==> src/rtl/crossing_ctrl.sv <==
// Pedestrian crossing controller: GREEN/YELLOW/RED/WALK sequencer with
// programmable phase durations, latched walk request and emergency all-stop.
module crossing_ctrl #(
   parameter int unsigned CNT_W = 4
) (
   input  logic             clk_2,
   input  logic             reset_n,
   input  logic             cfg_we,
   input  logic [1:0]       cfg_sel,
   input  logic [CNT_W-1:0] cfg_val,
   input  logic             ped_req,
   input  logic             emerg,
   output logic [2:0]       light,
   output logic             walk,
   output logic             req_pend,
   output logic [1:0]       phase,
   output logic [CNT_W-1:0] remaining
);

   localparam logic [1:0] ST_GREEN  = 2'd0;
   localparam logic [1:0] ST_YELLOW = 2'd1;
   localparam logic [1:0] ST_RED    = 2'd2;
   localparam logic [1:0] ST_WALK   = 2'd3;

   logic [1:0]       state_q, state_d;
   logic [CNT_W-1:0] cnt_q, cnt_d;
   logic             req_pend_q, req_pend_d;
   logic [CNT_W-1:0] dur_q [4];
   logic [CNT_W-1:0] dur_d [4];

   logic [CNT_W-1:0] dur_cur_c;
   logic             timeout_c;

   // Exit compare always uses the live duration register of the current phase
   assign dur_cur_c = dur_q[state_q];
   assign timeout_c = (cnt_q >= dur_cur_c);

   // Duration register file write port
   always_comb begin
      for (int i = 0; i < 4; i++) begin
         dur_d[i] = dur_q[i];
      end
      if (cfg_we) begin
         dur_d[cfg_sel] = cfg_val;
      end
   end

   // Next-state, phase counter and pending-request logic
   always_comb begin
      logic advance;
      advance    = 1'b0;
      state_d    = state_q;
      cnt_d      = timeout_c ? dur_cur_c : cnt_q + 1'b1;
      req_pend_d = req_pend_q;

      case (state_q)
         ST_GREEN: begin
            if (timeout_c && req_pend_q) begin
               state_d = ST_YELLOW;
               advance = 1'b1;
            end
         end
         ST_YELLOW: begin
            if (timeout_c) begin
               state_d = ST_RED;
               advance = 1'b1;
            end
         end
         ST_RED: begin
            if (timeout_c) begin
               state_d = req_pend_q ? ST_WALK : ST_GREEN;
               advance = 1'b1;
            end
         end
         default: begin
            if (timeout_c) begin
               state_d = ST_GREEN;
               advance = 1'b1;
            end
         end
      endcase

      if (advance) begin
         cnt_d = '0;
      end

      // Emergency overrides every timed or cfg-induced exit
      if (emerg) begin
         state_d = ST_RED;
         cnt_d   = '0;
      end

      // Requests are ignored while walking; clearing on WALK entry beats a new set
      if (ped_req && (state_q != ST_WALK)) begin
         req_pend_d = 1'b1;
      end
      if ((state_d == ST_WALK) && (state_q != ST_WALK)) begin
         req_pend_d = 1'b0;
      end
   end

   // State registers with asynchronous reset to the power-on configuration
   always_ff @(posedge clk_2 or negedge reset_n) begin
      if (!reset_n) begin
         state_q    <= ST_GREEN;
         cnt_q      <= '0;
         req_pend_q <= 1'b0;
         dur_q[0]   <= CNT_W'(7);
         dur_q[1]   <= CNT_W'(2);
         dur_q[2]   <= CNT_W'(3);
         dur_q[3]   <= CNT_W'(4);
      end else begin
         state_q    <= state_d;
         cnt_q      <= cnt_d;
         req_pend_q <= req_pend_d;
         for (int i = 0; i < 4; i++) begin
            dur_q[i] <= dur_d[i];
         end
      end
   end

   // Lamp decode from registered state only
   always_comb begin
      light = 3'b100;
      case (state_q)
         ST_GREEN:  light = 3'b001;
         ST_YELLOW: light = 3'b010;
         default:   light = 3'b100;
      endcase
   end

   assign walk      = (state_q == ST_WALK);
   assign phase     = state_q;
   assign req_pend  = req_pend_q;
   assign remaining = (cnt_q <= dur_cur_c) ? (dur_cur_c - cnt_q) : '0;

endmodule

==> config.mk <==
export PLATFORM = sky130hd
export DESIGN_NAME = crossing_ctrl
export DESIGN_NICKNAME = d
export VERILOG_FILES = /design/src/rtl/crossing_ctrl.sv
export SDC_FILE = /design/constraint.sdc
export NUM_CORES = 1
export LEC_CHECK = 0
export ABC_AREA = 1
export CORE_UTILIZATION = 47
export DETAILED_ROUTE_END_ITERATION = 7
export HOLD_SLACK_MARGIN = 0.15
export PLACE_DENSITY = 0.75
export SYNTH_ARGS = -nofsm -noshare
export SYNTH_HDL_FRONTEND = slang
export SYNTH_SLANG_ARGS = --single-unit
==> constraint.sdc <==
create_clock -name clk_2 -period 2.49 [get_ports clk_2]
set_input_delay 0.6225 -clock clk_2 [delete_from_list [all_inputs] [get_ports clk_2]]
set_output_delay 0.6225 -clock clk_2 [all_outputs]
set_load 0.005 [all_outputs]
Figure 1. Where the registers sit (run 1).
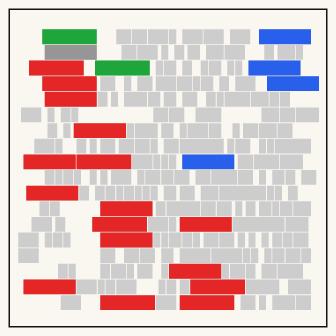
[phase] green | placed flops: 2
[dur_q] red | placed flops: 16
[cnt_q] blue | placed flops: 4 | where: top right
not coloured: 1
seq pwr: 0.557 mW
Seq area share: 0.2970
footprint of the flip-flops and latches: 586.8 um2

Figure 2. Routing congestion map (run 1).
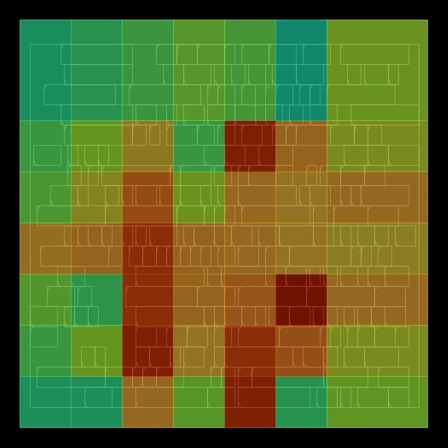
post-layout utilization of the core: 0.7695
Wirelength per Cell: 14.35 um

Figure 3. Power grid (run 1).
The bar under the picture is 20 um long. Pins as bars on the die edge. Tap cells in grey.
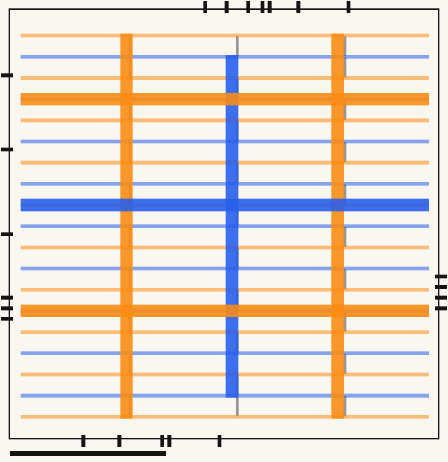
[VSS] orange
[VDD] blue
rows: 18
signal pins: 22
tap cells: 30
met5 straps: 3
met1 rails: 19
standard cell core area: 2567 um2
x dimension of the die: 54.97 um
largest vdd supply drop: 1286 uV
overall die height: 54.97 um

==> reports/qor_table.md, run 1 <==
| Item | Reported | Unit |
| --- | --- | --- |
| Number of sinks on the clock net | 23 | - |
| Static power due to leakage | 0.9588 | nW |
| Minimum setup slack among reg-to-reg paths | -0.01 | ns |
| Simple-Gate Area Share | 0.2723 | - |
| Clock Tree Root | clkbuf_4 | - |
| Share of async-settable or async-resettable flops after synthesis | 1.000 | - |
| Status | finished, violations left | - |
| Share of the yosys chip area belonging to registers | 0.4431 | - |
| Most frequent cell after synthesis | nand2_1 | - |
| Complex-gate fraction of the synthesized area | 0.1461 | - |
| Synth-to-layout area growth | 49.81 | % |
| Fp util | 0.5136 | - |
| Deepest level of the CTS H-tree | 1 | - |
| Max-Cap Viols | 0 | - |
| Post-CTS Setup Bufs | 18 | - |
| Unique cell types | 28 | - |
| Highest clock frequency the design can meet | 319.6 | MHz |
| Port-buffer cells | 21 | - |
| Count of non-CTS buffers in the layout | 59 | - |
| Number of enable flip-flop cells | 0 | - |
| Worst setup skew after layout | 0.006237 | ns |
| Detail Placement HPWL | 2602 | um |
| Tally of clock buffers in the finished layout | 3 | - |
| Met2 GRT Util | 0.4880 | - |
| Cell row count | 18 | - |
| Chip area | 3022 | um2 |
| Grt total ovfl | 0 | - |
| Total cell area reported by yosys after synthesis | 1319 | um2 |
| Critical path required time | 1.87 | ns |
| Syn avg cell area | 8.347 | um2 |
| Met1 routing resource usage after global routing | 0.3000 | - |
| Worst Setup Slack, final | -0.6388 | ns |
| Area share, top type | 0.3036 | - |
| Final instance count without filler cells | 250 | - |
| Critical path start-end classification | reg -> out | - |
| Area after detailed placement | 1745 | um2 |
| Critical Path Source | phase[0] | - |
| Weighted congestion at the end of routability-driven global placement | 0.7835 | - |
| Data arrival time of the critical path | 2.51 | ns |
| Number of hold buffers added after cts | 0 | - |
| Global router's overall resource usage | 0.2700 | - |
| Antenna violations before repair | 0 | - |
| CTS tree | built | - |
| Number of instances on the worst hold path | 2 | - |
| Power density over the cells | 1347 | nW/um2 |
| Count of endpoints failing setup in the final report | 5 | - |
| Final Net Count | 238 | - |
| Detailed-route DRC error count | 0 | - |
| Launch point of the worst reg-to-reg path | phase[1] | - |
| Clock transition at path regs | 0.14 | ns |
| Nets at Floorplan | 175 | - |
| Biggest cell category by area in the final layout | multi-input combinational cells | - |
| Max-slew violation total from the final report | 0 | - |
| Non-Clock Buffer Area Fraction | 0.2483 | - |
| Violated checks | negative setup slack | - |
| Via count of the first global-routing pass | 1337 | - |
| Length in cells of the worst reg-to-reg path | 16 | - |
| Max-slew headroom | 0.6754 | - |
| Boundary Pins | 22 | - |
| Main logic family after synthesis | simple AND/OR/NAND/NOR gates | - |
| Layout multi-input combinational cell count | 113 | - |
| Post-synthesis share of cell area spent on full adders, half adders and majority gates | 0.06262 | - |
| Cell Count Post-Placement | 229 | - |
| Post-Synthesis Cell Area | 1319 | um2 |
| Clock period minus worst slack | 3.129 | ns |
| Share of the final layout cell area in multi-input gates | 0.3806 | - |
| M3 GR Usage | 0.03825 | - |
| Post-Synthesis Cells | 158 | - |
| Destination of the critical timing path | remaining[2] | - |
| Sink of the worst hold path | dur_q[14] | - |
| Count of nets left with antenna violations after detail routing | 0 | - |
| Design Area, Final | 1976 | um2 |
| Final Routed Wirelength | 3587 | um |
| Hold_sp | dur_q[14] | - |
| Number of vias per cell after detailed routing | 5.368 | - |
| Pin count of the biggest net entering global routing | 14 | - |
| PostCTS Resize Cnt | 19 | - |
| Fillers | 173 | - |
| Number of clock buffers inserted by TritonCTS | 3 | - |
| Endpoint of the most critical register-to-register path | cnt_q[1] | - |
| Drt first-iter violations | 20 | - |
| Worst hold-check path type | reg -> reg | - |
| Synth warnings | 0 | - |
| Worst slack, placed | -0.6096 | ns |
| Inserted tap cell count | 30 | - |
[run 1: worst max-delay path: stages, from the launching register on]
cell and delay (ns):
dfrtp_2 0.48, inv_4 0.06, nor2_4 0.17, nand2_2 0.07, nand2_2 0.06, a221oi_2 0.04, ha_2 0.21, fa_2 0.34
inv_2 0.07, nand2_2 0.05, nand2_2 0.06, and2_4 0.16, a21oi_4 0.04, buf_6 0.11, nor3b_2 0.13, buf_2 0.13
[run 1: flip-flops by register name, summed over array words and instances (netlist names)]
register,count
dur_q,16
phase,2
req_pend,1
cnt_q,4
[run 1: power breakdown]
| part | internal (mW) | switching [mW] |
|---|---|---|
| logic | 0.995 | 0.931 |
| registers | 0.470 | 0.0871 |
| clock network | 0.0601 | 0.119 |
[run 1: per-layer routing]
metal / wire length, um / vias to the layer above
met4: 116 / 0
met1: 1425 / 646
met3: 119 / 14
li1: - / 641
met2: 1925 / 41
met5: 0 / -
[run 1: through the flow]
step                      hold slack [ns]  power, mW  TNS, ns
final                              0.5041      2.662   -2.492
after global routing               0.5410      2.872   -3.936
after CTS                          0.5079      2.439   -6.168
after detailed placement           0.4814      2.006   -2.376
after global placement             0.4690      1.948   -2.280
after floorplan                    0.3269      1.353  -0.1114
[run 1: cells in the final DEF (no fill, tap or decap), types with 2 or more instances in the layout]
cell             synthesis  routed
inv_1                   16      12
a22oi_1                  2       2
nand2_1                 38      31
nor2_4                   0       2
nand2_2                  5      11
inv_2                    5       8
dfrtp_2                  0       2
o21ai_0                 17      17
nor2_1                   8       8
buf_4                    0      34
ha_1                     5       3
buf_6                    0       4
a21oi_1                  8       5
dfrtp_1                 16      14
dfstp_2                  7       7
buf_2                    0       4
clkdlybuf4s50_1          0      17
clkbuf_4                 0       3
xor2_1                   2       2
nand3_2                  2       4
a21oi_2                  2       4
nand3_1                 10       8
## Run 2: what changed since run 1
--- a/config.mk
+++ b/config.mk
@@ -9,6 +9,7 @@
 export CORE_UTILIZATION = 47
 export DETAILED_ROUTE_END_ITERATION = 7
 export HOLD_SLACK_MARGIN = 0.15
+export MAX_ROUTING_LAYER = met4
 export PLACE_DENSITY = 0.75
 export SYNTH_ARGS = -nofsm -noshare
 export SYNTH_HDL_FRONTEND = slang
Figure 4. Signal wires by layer (run 2).
Only two layers are drawn.
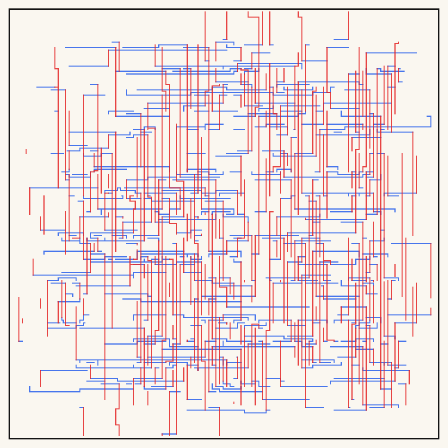
[metal 2] red | wire length: 1940 um
[metal 1] blue | wire length: 1440 um
number of vias in the routed layout: 1333
Wirelength per Cell: 14.32 um

Figure 5. Close-up of the layout (run 2).
Window x 29 to 54, y 1 to 26 um. Cells in grey, sequential cells in the stronger grey; small squares are vias.
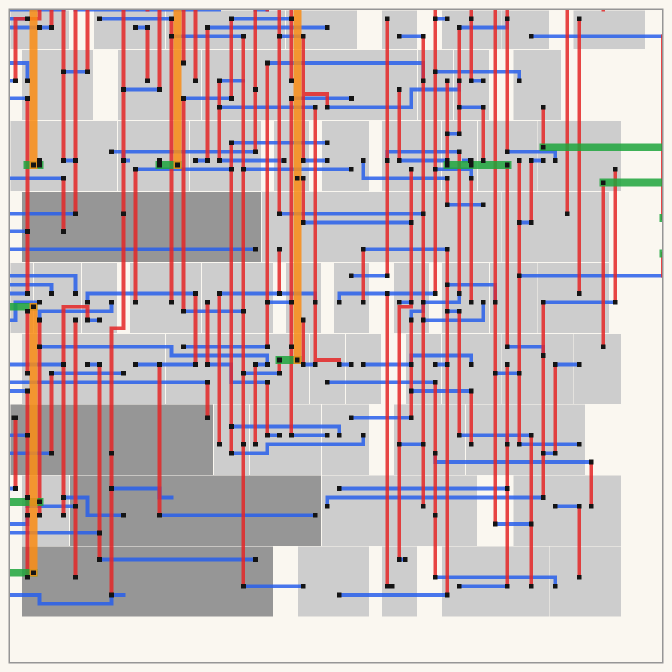
[metal 1] blue
[metal 3] green
[metal 4] orange
[metal 2] red
sequential cells in the window: 4
netlist names of flops here include: dur_q (4)
cells with their middle in the window: 59
most frequent: buf_4 (15), nand2_1 (5)

==> run 2 against run 1 <==
  * The flow still finishes with violations (negative setup slack)
  * Power barely moved
  * Critical path depth did not move
  * Combinational power barely moved
  * Count of clock-buffer cells in the layout did not move
  * Clock power barely moved
  * Maximum frequency fell by 0.24%
==> reports/qor_table.md, run 2 <==
| Item | Reported | Unit | Delta |
| --- | --- | --- | --- |
| Status | finished, violations left | - |  |
| Violated checks | negative setup slack | - |  |
| CTS tree | built | - |  |
| Max-Cap Viols | 0 | - | unchanged |
| Fillers | 173 | - | unchanged |
| Highest clock frequency the design can meet | 318.8 | MHz | -0.24% |
| Largest register by flop count | dur_q | - |  |
| Final sum of negative setup slack | -2.519 | ns | -0.02729 ns |
| Launch point of the worst reg-to-reg path | phase[1] | - |  |
| Grt total ovfl | 0 | - | unchanged |
| Overall die height | 54.97 | um | unchanged |
| Critical path required time | 1.87 | ns | about the same |
| Most frequent cell after synthesis | nand2_1 | - |  |
| Clock Tree Root | clkbuf_4 | - |  |
| Detailed-route DRC error count | 0 | - | unchanged |
| Worst Setup Slack, final | -0.6464 | ns | -0.007600 ns |
| Most common library cell in the layout ignoring fill and taps | buf_4 | - |  |
| Weighted congestion at the end of routability-driven global placement | 0.7943 | - | +1.4% |
| Cell repeated most along the worst path | nand2_2 | - |  |
| Number of sinks on the clock net | 23 | - | unchanged |
| Power density over the cells | 1348 | nW/um2 | about the same |
| Standard cell core area | 2567 | um2 | unchanged |
| Data arrival time of the critical path | 2.51 | ns | about the same |
| Deepest level of the CTS H-tree | 1 | - | unchanged |
| CP Depth | 15 | - | unchanged |
| Met3 wire length | 97 | um | -18% |
| Number of clock buffers inserted by TritonCTS | 3 | - | unchanged |
| Share of the yosys chip area belonging to registers | 0.4431 | - | unchanged |
| Worst hold-check path type | reg -> reg | - |  |
| Number of hold buffers added after cts | 0 | - | unchanged |
| Hold_ws | 0.5032 | ns | -0.0009950 ns |
| Highest Signal Layer | met4 | - |  |
| Dominant logic cell types in the final layout | buf_4 (34), nand2_1 (31), o21ai_0 (17), clkdlybuf4s50_1 (17), dfrtp_1 (14) | - |  |
| Clock period minus worst slack | 3.136 | ns | +0.007600 ns |
| Global router's overall resource usage | 0.2784 | - | +0.008340 |
| Via count of the first global-routing pass | 1337 | - | unchanged |
| Static power due to leakage | 0.9588 | nW | unchanged |
| Antenna violations before repair | 0 | - | unchanged |
| Worst setup skew after layout | 0.006129 | ns | -0.0001077 ns |
| Post-Synthesis Cells | 158 | - | unchanged |
| Hold_sp | dur_q[14] | - |  |
| Number of iterations in the first detailed-routing pass | 4 | - |  |
| Chip area | 3022 | um2 | unchanged |
| Cell Count Post-Placement | 229 | - | unchanged |
| Critical path start-end classification | reg -> out | - |  |
| Routed length on met2 | 1944 | um | +0.99% |
| Number of enable flip-flop cells | 0 | - | unchanged |
| Max-slew headroom | 0.6939 | - | +0.01843 |
| Unique cell types | 28 | - | unchanged |
| Final Net Count | 238 | - | unchanged |
| Count of nets left with antenna violations after detail routing | 0 | - | unchanged |
| Drt first-iter violations | 19 | - | -5.0% |
| Boundary Pins | 22 | - | unchanged |
| Max reg flops | 16 | - | unchanged |
| Detail Placement HPWL | 2602 | um | unchanged |
| Final Routed Wirelength | 3579 | um | -0.22% |
| Crit path buf inv count | 4 | - | unchanged |
| Port-buffer cells | 21 | - | unchanged |
| Design Area, Final | 1976 | um2 | unchanged |
| Clock transition at path regs | 0.14 | ns | about the same |
| Fp util | 0.5136 | - | unchanged |
| Count of endpoints failing setup in the final report | 5 | - | unchanged |
| Crit path max-delay family | simple AND/OR/NAND/NOR gates | - |  |
| Share of async-settable or async-resettable flops after synthesis | 1.000 | - | unchanged |
| Area after detailed placement | 1745 | um2 | unchanged |
| Post-Synthesis Cell Area | 1319 | um2 | unchanged |
| Nets at Floorplan | 175 | - | unchanged |
| Minimum setup slack among reg-to-reg paths | -0.01 | ns | about the same |
Figure 6. Power grid (run 2).
The bar under the picture is 20 um long. Pins as bars on the die edge. Tap cells in grey.
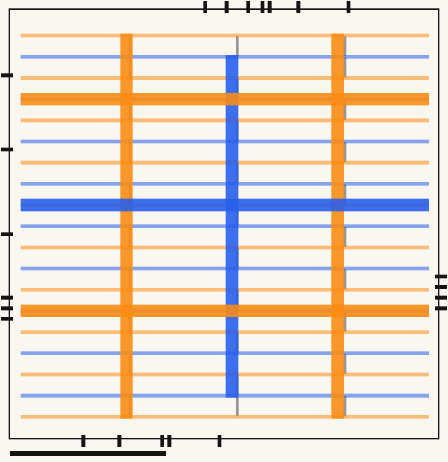
[VSS] orange
[VDD] blue
tap cells: 30
met5 straps: 3
met1 rails: 19
signal pins: 22
largest vdd supply drop: 1287 uV

[run 2: cell counts after synthesis]
No cell type changed its count.
[run 2: metrics by stage]
stage	utilization	setup WS, ns
after floorplan	-	-0.05664
after global placement	0.6798	-0.5828
after detailed placement	0.6798	-0.6096
after CTS	0.7407	-0.6434
after global routing	0.7695	-0.8112
final	0.7695	-0.6464
[run 2: timing repair]
action | in CTS | in global routing
resized | 19 | 22
cloned | 0 | 0
buffers inserted | 18 | 7
pin swaps | 11 | 14
endpoints found under the setup margin | 4 | 11
[run 2: area by class of cell]
class | instances | area share
clock buffers | 3 | 0.01140
clock inverters | 1 | 0.002533
inverters | 21 | 0.04117
multi-input cells | 113 | 0.3806
flip-flops and latches | 23 | 0.2970
well taps | 30 | 0.01900
repair buffers | 59 | 0.2483
[run 2: kinds of logic (layout without fill, tap and decap cells)]
kind of cell / after synthesis / after routing / share of synthesized area
DFF: 23 / 23 / 0.4431
xor gates and xnor gates: 2 / 2 / 0.01329
and+or+nand+nor: 73 / 73 / 0.2723
buffers and inverters: 22 / 84 / 0.06262
adders and majority gates: 6 / 6 / 0.06262
AOI/OAI and AO/OA: 32 / 32 / 0.1461
[run 2: per-layer routing]
layer,vias to the layer above,global-route usage
met4,0,0.1542
li1,640,-
met5,-,-
met3,14,0.03825
met2,33,0.4859
met1,646,0.3035
[run 2: power by group]
part           switching, mW  internal, mW  leakage (nW)  total, mW
sequential            0.0871         0.470         0.272      0.557
clock                  0.121        0.0601        0.0177      0.181
combinational          0.931         0.995         0.669       1.93
[run 2: worst max-delay path by stage]
stage	to	slack, ns
floorplan	remaining[2]	-0.06
global placement	remaining[2]	-0.58
detailed placement	remaining[2]	-0.61
CTS	remaining[2]	-0.64
global route	remaining[3]	-0.81
finish	remaining[2]	-0.65
Power and IR drop assume default switching activity.
